[config.mk]
export PLATFORM = sky130hd
export DESIGN_NAME = tdc_seq
export DESIGN_NICKNAME = d
export VERILOG_FILES = /design/src/rtl/tdc_seq.sv
export SDC_FILE = /design/constraint.sdc
export NUM_CORES = 1
export LEC_CHECK = 0
export CORE_UTILIZATION = 50
export CTS_CLUSTER_DIAMETER = 50
export DETAILED_ROUTE_END_ITERATION = 8
export GPL_ROUTABILITY_DRIVEN = 1
export PLACE_DENSITY = 0.77
export SYNTH_ARGS = -nofsm -noshare
export SYNTH_HDL_FRONTEND = slang
export SYNTH_SLANG_ARGS = --single-unit
[constraint.sdc]
create_clock -name clk -period 4.2 [get_ports clk]
set_input_delay 0.84 -clock clk [delete_from_list [all_inputs] [get_ports clk]]
set_output_delay 0.84 -clock clk [all_outputs]
set_load 0.01 [all_outputs]
[src/rtl/tdc_seq.sv]
// Sequencer for a ring-oscillator TDC: clear, arm, run the selected oscillator
// for a window, let it settle, then capture the sampled buffer value.
module tdc_seq #(
  parameter int SETTLE_CYC = 4,
  parameter int SAMPLE_W   = 19
) (
  input  logic                clk,
  input  logic                rst_n,
  input  logic                start,
  input  logic [2:0]          ro_sel,
  input  logic [7:0]          window,
  input  logic [SAMPLE_W-1:0] sample,
  input  logic [1:0]          byte_sel,
  output logic                ro_activate,
  output logic                ro_deactivate,
  output logic [2:0]          out_sel,
  output logic                busy,
  output logic                done,
  output logic                valid,
  output logic [7:0]          dout
);

  typedef enum logic [2:0] {IDLE, CLEAR, ARM, ACTIVE, SETTLE, CAPTURE} state_t;

  state_t              state, state_n;
  logic [7:0]          cnt;
  logic [7:0]          win_q;
  logic [SAMPLE_W-1:0] result;
  logic [7:0]          meas_cnt;
  logic [23:0]         res_ext;

  always_comb begin
    state_n = state;
    case (state)
      IDLE:    if (start) state_n = CLEAR;
      CLEAR:   state_n = ARM;
      ARM:     state_n = ACTIVE;
      ACTIVE:  if (cnt == 8'd0) state_n = SETTLE;
      SETTLE:  if (cnt == 8'd0) state_n = CAPTURE;
      CAPTURE: state_n = IDLE;
      default: state_n = IDLE;
    endcase
  end

  // Outputs are decoded from the next state so they are registered yet
  // aligned with the state they describe.
  always_ff @(posedge clk or negedge rst_n) begin
    if (!rst_n) begin
      state         <= IDLE;
      cnt           <= 8'd0;
      win_q         <= 8'd0;
      out_sel       <= 3'd0;
      ro_activate   <= 1'b0;
      ro_deactivate <= 1'b0;
      busy          <= 1'b0;
      done          <= 1'b0;
      valid         <= 1'b0;
      result        <= '0;
      meas_cnt      <= 8'd0;
    end else begin
      state         <= state_n;
      ro_activate   <= (state_n == ACTIVE);
      ro_deactivate <= (state_n == CLEAR);
      busy          <= (state_n != IDLE);
      done          <= (state_n == CAPTURE);
      if (state == IDLE && start) begin
        out_sel <= ro_sel;
        win_q   <= window;
      end
      // cnt holds remaining cycles minus one for the current timed state
      if (state == ARM)
        cnt <= (win_q == 8'd0) ? 8'd0 : win_q - 8'd1;
      else if (state == ACTIVE && cnt == 8'd0)
        cnt <= 8'(SETTLE_CYC - 1);
      else if (cnt != 8'd0)
        cnt <= cnt - 8'd1;
      if (state_n == CAPTURE) begin
        result <= sample;
        valid  <= 1'b1;
        if (meas_cnt != 8'hFF) meas_cnt <= meas_cnt + 8'd1;
      end
    end
  end

  assign res_ext = 24'(result);

  always_comb begin
    dout = 8'd0;
    case (byte_sel)
      2'd0: dout = res_ext[7:0];
      2'd1: dout = res_ext[15:8];
      2'd2: dout = {5'b0, res_ext[18:16]};
      2'd3: dout = meas_cnt;
      default: dout = 8'd0;
    endcase
  end

endmodule

run_1/sizing.png
The bar under the picture is 20 um long.
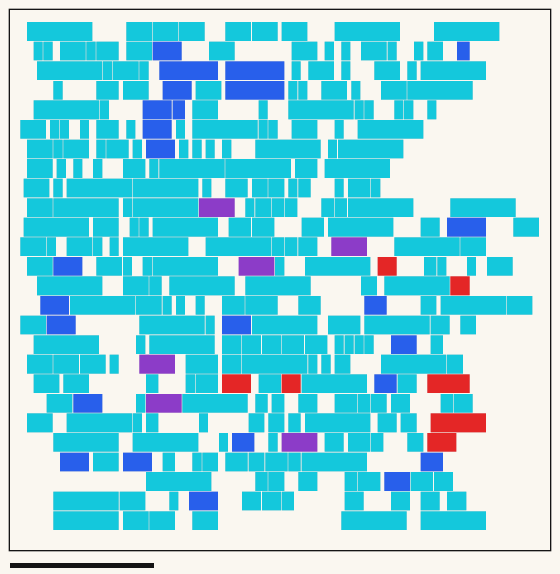
x2 -> blue  # cells 25, most used mux2_2
x1 and smaller -> cyan  # cells 271, most used nand2_1
x3 and x4 -> red  # cells 7
x6 and larger -> purple  # cells 6, most used clkbuf_8
Non-Filler Cell Area, Final: 3317 um^2
buffers outside the clock class: 52

run_1/route_heat.png
The bar under the picture is 20 um long. 15 x 15 tiles, from dark purple (low) to yellow (high), scaled to the fullest tile. Values are wire area over tile area, all layers added.
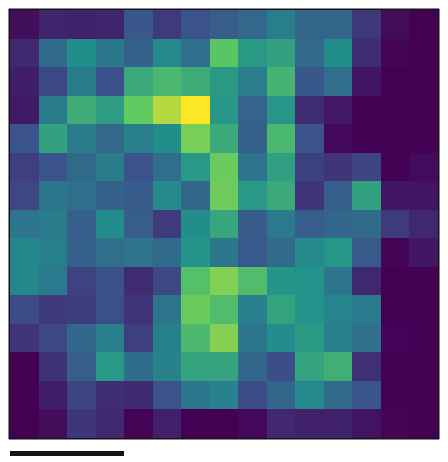
tiles over half the peak = 20%
nearly empty tiles = 14%
densest ninth of the die = top middle
emptiest ninth of the die = top right
mean over tiles = 0.15
final WL: 5487 um
GRT Total Usage: 21.95%
post-detailed-route wirelength per cell: 14.48 um
vias after detailed routing: 2,038

run_1/clock_wires.png
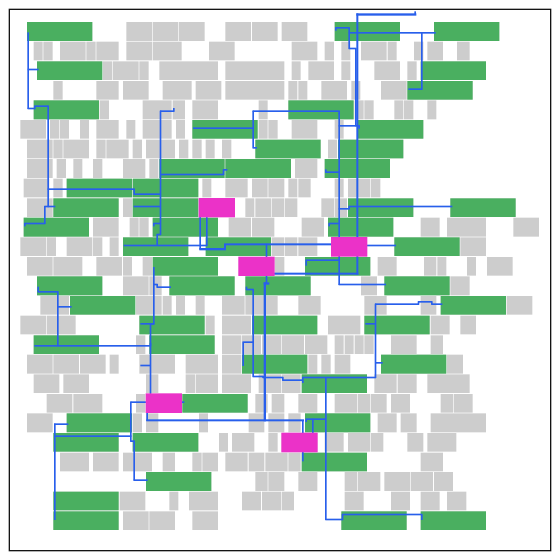
flip-flops -> green  # count 54
clock-net drivers -> magenta  # count 5
clock wires -> blue  # length 589 um
routed clock nets = 6
flops lie = widely spread
worst skew pair latency: 0.31 ns
clock network fraction of design power: 18.8%

==> flow_results.org, run 1 <==
* Implementation run

** Outcome
- The flow ran to the end, and the final reports show no timing, DRC or antenna violations.

** Critical path
- Crit path max fanout :: 9
- Total number of cells along the worst setup path :: 4
- The most critical setup path has its endpoint at dout[7].
- Per the timing report, the most critical flop-to-flop path originates at cnt[0].
- For this run, the slowest stage of the critical path takes 0.67 ns.
- Worst setup EP type :: output port
- Worst setup path startpoint :: byte_sel[1]

** Detailed routing
- In this run the remaining antenna-violating nets after routing total 0.
- Via-to-Cell Ratio :: between 5 and 6
- Iteration-0 DRC Markers :: 181

** Synth
- At floorplan, the net count of the design was reported as 297.
- Per the synth stats, the flop cell with the highest instance count is sky130_fd_sc_hd__dfrtp_1.
- In this run the cell area of the synthesized design comes to 2670 um^2.
- Synth Warn # :: 0
- Yosys cell count :: ~260
- The synthesized design devotes to its leading area cell type 50.61% of total area.

** Place
- RD Place Congestion :: 0.8435
- Cell area after placement :: 3222 um^2

** Floorplanning
- Cell row count :: 26
- From bottom edge to top edge, the die measures 75.08 um.
- The share of the core area taken by cells at floorplan is slightly above 50%.

** CTS
- H-tree levels :: 2
- Clock tree sinks :: 54
- Clock buffer count from CTS :: 5
- CTS hold repair buffers :: 0
- After clock tree synthesis, the setup repair step added 0 buffers.
- Number of buffers on the longest clock path :: 2

** Global routing
- For this run the aggregate overflow at the end of global routing stands at 0.
- Wire length of the first global-routing pass :: 9266 um
- The number of antenna violations at the first check in global routing is 0.

** Power
- The power report attributes to the sequential group a share of between 40% and 50%.
- In this run the VDD rail shows a maximum IR drop of 0.3027 mV.
- Static Leak :: 1.401 nW
- Internal power :: roughly 1.0 mW
- In this run the power spent charging and discharging nets is 0.5355 mW.

** Final layout
- Final #Nets :: 346
- Leading cell types in the layout, fill and taps excluded :: sky130_fd_sc_hd__nand2_1, sky130_fd_sc_hd__dfrtp_1, sky130_fd_sc_hd__clkdlybuf4s50_1
- P&R area growth vs syn :: 24.23%

** Final timing
- Worst slew pin tran :: 0.6383 ns
- Min Clock Period, post-route :: between 3 and 4 ns
- Number of failing hold endpoints at the final stage :: 0
- The worst-case max-slew headroom was logged as 57.05%.

** Hold path
- Endpoint with the worst hold slack :: result[6]
[run 1: cell families (layout without fill, tap and decap cells)]
group                      after synthesis  after routing  share of synthesized area (%)
DFF                                     54             54                          50.61
adders and majority gates                3              3                          1.406
xor gates and xnor gates                10             10                          3.280
buffers and inverters                   18             68                          2.858
muxes                                   17             17                          8.388
AOI/OAI and AO/OA                       43             43                          11.95
and+or+nand+nor                        114            114                          21.51
[run 1: state kept, by name, summed over array words and instances, names as in the netlist]
register       flops
valid              1
cnt                8
ro_deactivate      1
state              3
busy               1
out_sel            3
ro_activate        1
done               1
meas_cnt           8
result            19
win_q              8
[run 1: through the flow]
stage / power (mW) / hold slack (ns) / setup WS (ns) / utilization [%]
finish: 1.582 / 0.4827 / 0.7553 / 64.53
global placement: 1.276 / 0.4528 / 0.7621 / 62.68
CTS: 1.591 / 0.4865 / 0.7542 / 64.53
detailed placement: 1.294 / 0.4603 / 0.7616 / 62.68
global route: 1.701 / 0.5035 / 0.6848 / 64.53
floorplan: 1.122 / 0.4403 / 1.614 / -
[run 1: layer usage]
metal | up-vias | routed length, um | global-route usage [%]
li1 | 1011 | - | -
met1 | 965 | 2711 | 32.81
met2 | 54 | 2475 | 31.53
met3 | 8 | 202 | 4.953
met4 | 0 | 98 | 7.547
met5 | - | 0 | 0
[run 1: power by group through the flow]
stage	combinational (mW)	clock (mW)	sequential, mW
after global routing	0.597	0.324	0.780
after floorplan	0.386	0	0.736
after global placement	0.516	0	0.760
final	0.527	0.297	0.758
after CTS	0.532	0.304	0.755
after detailed placement	0.528	0	0.766
[run 1: area by class of cell]
cell class	count	area, um^2
Sequential cell	54	1351
Inverter	8	30.03
Timing Repair Buffer	52	510.5
Multi-Input combinational cell	187	1242
Fill cell	450	1823
Clock inverter	2	12.51
Clock buffer	6	82.58
Tap cell	70	87.58
==> run 2: changes to the inputs <==
--- a/config.mk
+++ b/config.mk
@@ -5,11 +5,11 @@
 export SDC_FILE = /design/constraint.sdc
 export NUM_CORES = 1
 export LEC_CHECK = 0
-export CORE_UTILIZATION = 50
+export CORE_UTILIZATION = 47
 export CTS_CLUSTER_DIAMETER = 50
 export DETAILED_ROUTE_END_ITERATION = 8
 export GPL_ROUTABILITY_DRIVEN = 1
-export PLACE_DENSITY = 0.77
+export PLACE_DENSITY = 0.76
 export SYNTH_ARGS = -nofsm -noshare
 export SYNTH_HDL_FRONTEND = slang
 export SYNTH_SLANG_ARGS = --single-unit
==> constraint.sdc (replaced) <==
create_clock -name clk -period 2.81 [get_ports clk]
set_input_delay 0.562 -clock clk [delete_from_list [all_inputs] [get_ports clk]]
set_output_delay 0.562 -clock clk [all_outputs]
set_load 0.01 [all_outputs]
run_2/ff_map.png
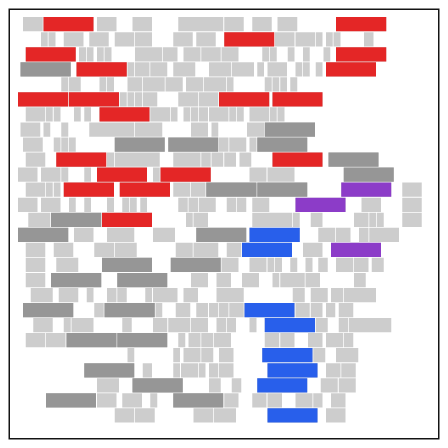
cnt -> blue  # flops 8
result -> red  # flops 19
state -> purple  # flops 3
Sequential Power: 1.13 mW
Flop area: 1351 um^2

run_2/sizing.png
The bar under the picture is 20 um long.
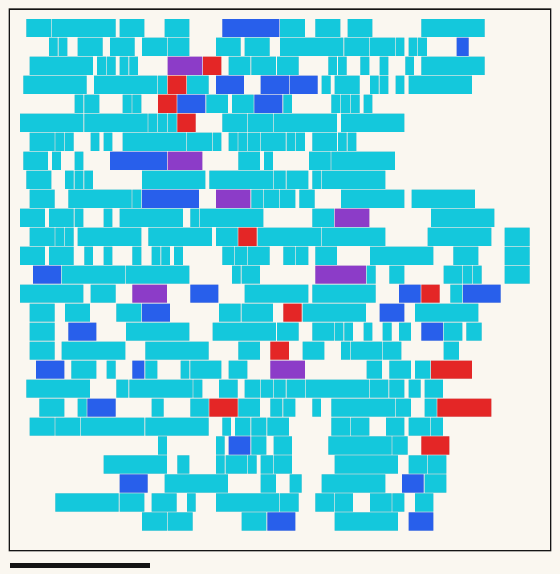
Non-Filler Cell Area, Final: 3374 um^2
setup slack after layout: 0.2271 ns
buffers outside the clock class: 58
P&R area growth vs syn: 26.38%

==> run 2 against run 1 <==
Global-route usage decreased by 1.9 points; sequential cell count unchanged; synthesized cell count unchanged; clock skew about the same; die area increased by 6.2%; core utilization decreased by 3.3 points; clock power increased by 51%; register-to-register slack got worse by 1.0 ns; largest power group unchanged; highest routed layer unchanged.
==> flow_results.org, run 2 <==
* Implementation run

** Synth
- Most frequently used flop master after synthesis :: sky130_fd_sc_hd__dfrtp_1
- Counting the warning lines in the Yosys log gives 0.
- After synthesis, the largest area contributor takes up slightly above 50% of total cell area.
- After synthesis the cells add up to 2670 um^2.
- Synthesized net count :: 297
- The number of cells reported by Yosys stat comes to between 200 and 300.

** Final timing
- The routed design could run at a clock period as short as 2.583 ns.
- The slew check shows that the tightest pin keeps a relative margin of 56.24%.
- The pin closest to its max-slew limit shows a slew of 0.6505 ns.
- Hold-check failures listed in the final report amount to 0.

** Outcome
- Outcome :: finished clean

** CTS
- Clock tree sinks :: 54
- Per the repair_timing log after CTS, setup buffers inserted total 0.
- The later pin in the worst-skew pair is clocked with a latency of 0.31 ns.

** Floorplanning
- For this configuration, the core starts out at a cell density of 48.49%.
- Die outline height :: a little under 80 um

** Detailed routing
- Routed Antenna Nets :: 0
- TritonRoute output was used to compute an average wire per cell of 14.25 um.
- Dividing the detail-routed via count by the number of cells gives 5.388.
- Final WL :: 5514 um

** Place
- Cell area after placement :: 3282 um^2
- Routability-driven placement finished with a final weighted congestion of 0.8931.
- Before CTS, the worst setup slack after placement is -0.03465 ns.

** Global routing
- GRT Total Usage :: between 20% and 30%
- Met3 demand-to-capacity share in global routing :: 4.471%
- Wire length of the first global-routing pass :: between 9000 and 10,000 um
- For this run, global-route usage on met1 was measured as 27.96%.

** Power
- Static Leak :: 1.437 nW
- Tot Pwr :: 2.383 mW

** Critical path
- Along the worst path, the maximum fanout reaches 7.
- On the worst path, the slowest cell contributes a delay of 0.48 ns.
- The worst register-to-register path begins at cnt[0].

** Final layout
- By instance count after routing, the leading logic cell types are sky130_fd_sc_hd__nand2_1, sky130_fd_sc_hd__dfrtp_1, sky130_fd_sc_hd__clkdlybuf4s50_1.
- More flip-flops sit in one register than any other, and that register is result.
## run 2: cell counts after synthesis
No cell type changed its count.
## run 2: routing by layer
layer  share of wire [%]  vias up
met4                 1.5        0
met2                  46       45
li1                    -     1025
met1                  48     1004
met5                   0        -
met3                 4.0       11
## run 2: power breakdown
group	switching (mW)	leakage (nW)	total [mW]	internal, mW
Clock	0.250	0.0472	0.448	0.198
Combinational	0.367	0.789	0.803	0.437
Sequential	0.197	0.601	1.13	0.936
## run 2: cells by family (layout without fill, tap and decap cells)
logic type               after synthesis  after routing  synth area share [%]
AND-OR/OR-AND                         43             43                 11.95
AND/OR/NAND/NOR                      114            114                 21.51
adder cells (fa/ha/maj)                3              3                 1.406
buffers and inverters                 18             74                 2.858
XOR/XNOR                              10             10                 3.280
flip-flops                            54             54                 50.61
multiplexers                          17             17                 8.388
## run 2: worst max-delay path by stage
stage                      from  endpoint  slack [ns]
detailed placement  byte_sel[1]   dout[3]       -0.03
global placement    byte_sel[0]   dout[0]       -0.03
floorplan           byte_sel[1]   dout[7]        0.78
global route        byte_sel[1]   dout[3]        0.17
CTS                 byte_sel[1]   dout[3]        0.23
finish              byte_sel[1]   dout[3]        0.23
## run 2: final cells by class
type	count	area, um^2
Inverter	8	30.03
Clock buffer	6	82.58
Sequential cell	54	1351
Clock inverter	2	12.51
Fill cell	474	2132
Multi-Input combinational cell	187	1242
Tap cell	72	90.09
Timing Repair Buffer	58	565.5
## run 2: worst max-delay path: cells and delay by family
family / cells / cell delay [ns]
buffers and inverters: 4 / 1.20
AND-OR/OR-AND: 1 / 0.23
AND/OR/NAND/NOR: 1 / 0.04
==> run 3: changes to the inputs <==
--- a/config.mk
+++ b/config.mk
@@ -10,6 +10,7 @@
 export DETAILED_ROUTE_END_ITERATION = 8
 export GPL_ROUTABILITY_DRIVEN = 1
 export PLACE_DENSITY = 0.76
+export SLEW_MARGIN = 0
 export SYNTH_ARGS = -nofsm -noshare
 export SYNTH_HDL_FRONTEND = slang
 export SYNTH_SLANG_ARGS = --single-unit
run_3/sizing.png
The bar under the picture is 20 um long.
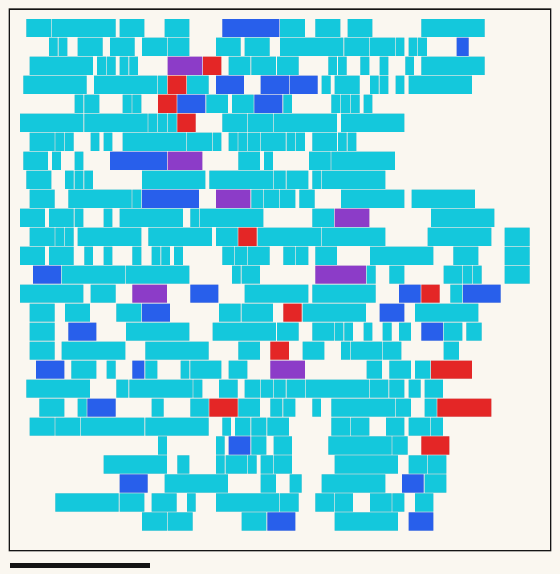
x1 and smaller -> cyan  # cells 271, most used nand2_1
x3 and x4 -> red  # cells 12, most used buf_4
x2 -> blue  # cells 25, most used mux2_2
x6 and larger -> purple  # cells 7, most used clkbuf_8

run_3/route_heat.png
The bar under the picture is 20 um long. 15 x 15 tiles, from dark purple (low) to yellow (high), scaled to the fullest tile. Values are wire area over tile area, all layers added.
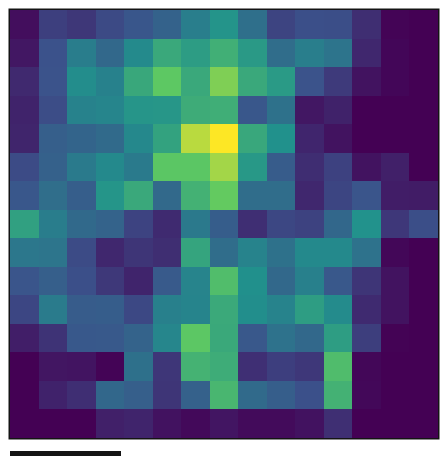
densest ninth of the die = top middle
tiles over half the peak = 19%
emptiest ninth of the die = top right
nearly empty tiles = 15%
GRT Total Usage: 20.05%
vias after detailed routing: 2,085
final WL: 5514 um
post-detailed-route wirelength per cell: 14.25 um

==> run 3 against run 2 <==
Power is the same; combinational power is essentially flat; die area is the same; synthesized cell count stayed put; via count did not move; largest power group unchanged; worst setup slack did not move; area after synthesis stayed put; global-route usage did not move; first-iteration DRC count is the same.
==> flow_results.org, run 3 <==
* Implementation run

** Power
- Of the total power, the clock network draws between 10% and 20%.
- Peak ir drop on the vdd network :: 0.4239 mV
- Sw frac :: 34.11%
- Internal power :: between 1.5 and 2 mW
- Static Leak :: ~1.4 nW
- Reg power frac :: 47.5%

** Floorplanning
- The floorplan step set the die height to 77.37 um.
- Core Util at FP :: 48.49%
- Cell row count :: 27

** CTS
- In this run, CTS created clock tree buffers numbering 5.
- For this design, the sink count on the clock tree is ~54.
- Clock latency on the worst-skew pair, taken at its later pin, is 0.31 ns.

** Critical path
- The startpoint identified for the worst register-to-register timing path is cnt[0].
- The worst setup path is captured at an output port.

** Final layout
- In the final layout, flip-flops and latches occupy 1351 um^2.
- P&R area growth vs syn :: 26.38%
- Max FFs per register :: 19
- Register with the most flip-flops :: result
- According to the finish report, the design has a final net count of 352.
- Number of fill cells in the layout :: 474

** Global routing
- Remaining Overflow, GRT :: 0
- Met2 Usage GRT :: 31.24%
- GR Util met1 :: between 20 and 30%
- Per the GRT log, the top usage layer is met2.

** Outcome
- Outcome :: finished clean

** Detailed routing
- WL met2 :: 2554 um
- Via-to-Cell Ratio :: 5.388
- Nets still carrying antenna violations after routing amount to 0.
- Per the detail_route log, the uppermost layer with routed signals is met4.

** Synth
- Adder-Cell Fraction of Synth Area :: about 1.4%
- For reference, simple AND, OR, NAND and NOR cells occupy 21.51% of the area reported after synthesis.
- Synth Warn # :: 0
- Per the synth stats, the flop cell with the highest instance count is sky130_fd_sc_hd__dfrtp_1.
- The portion of synthesized area spent on multiplexers is approximately 8.4%.
- Xor-xnor portion of the synthesized cell area :: 3.280%

** Final timing
- Number of failing hold endpoints at the final stage :: 0

** Place
- Per the post-place timing report, worst setup slack is -0.03465 ns.
- The final weighted congestion recorded by global placement is 0.8931.
[run 3: worst max-delay path: stages]
cell                              delay (ns)
sky130_fd_sc_hd__dlygate4sd2_1          0.37
sky130_fd_sc_hd__buf_4                  0.19
sky130_fd_sc_hd__nor2_1                 0.04
sky130_fd_sc_hd__buf_4                  0.16
sky130_fd_sc_hd__a22o_1                 0.23
sky130_fd_sc_hd__clkdlybuf4s50_1        0.48
[run 3: area by class of cell]
type / count / share of cell area (%)
clock buffer: 6 / 2.447
inverter: 8 / 0.8899
clock inverter: 2 / 0.3708
multi-input combinational: 187 / 36.82
sequential: 54 / 40.04
tap: 72 / 2.670
timing repair buffer: 58 / 16.76
[run 3: stage by stage]
| step | area (um^2) | std cells |
|---|---|---|
| after floorplan | 2670 | 259 |
| after global placement | 3282 | 379 |
| after detailed placement | 3282 | 379 |
| after CTS | 3374 | 387 |
| after global routing | 3374 | 387 |
| final | 3374 | 387 |
[run 3: power by group through the flow]
stage | sequential [mW] | combinational, mW | clock [mW]
final | 1.13 | 0.803 | 0.448
after global routing | 1.16 | 0.882 | 0.488
after CTS | 1.13 | 0.804 | 0.462
after detailed placement | 1.15 | 0.796 | 0
after global placement | 1.14 | 0.784 | 0
after floorplan | 1.10 | 0.577 | 0
[run 3: what timing repair did]
item	4_1_cts	5_1_grt
hold endpoints to repair	0	0
endpoints found under the setup margin	7	0
hold buffers	0	0
resized	2	0
[run 3: worst min-delay path by stage]
| stage | startpoint | end | slack [ns] | cells after the start |
|---|---|---|---|---|
| after global placement | valid | valid | 0.46 | 1 |
| after CTS | rst_n | result[9] | 0.15 | 1 |
| after floorplan | rst_n | busy | 0.27 | 0 |
| final | rst_n | result[9] | 0.14 | 1 |
| after detailed placement | result[13] | result[13] | 0.46 | 2 |
| after global routing | rst_n | result[1] | 0.15 | 1 |
Power is estimated from default activity; no workload was simulated.
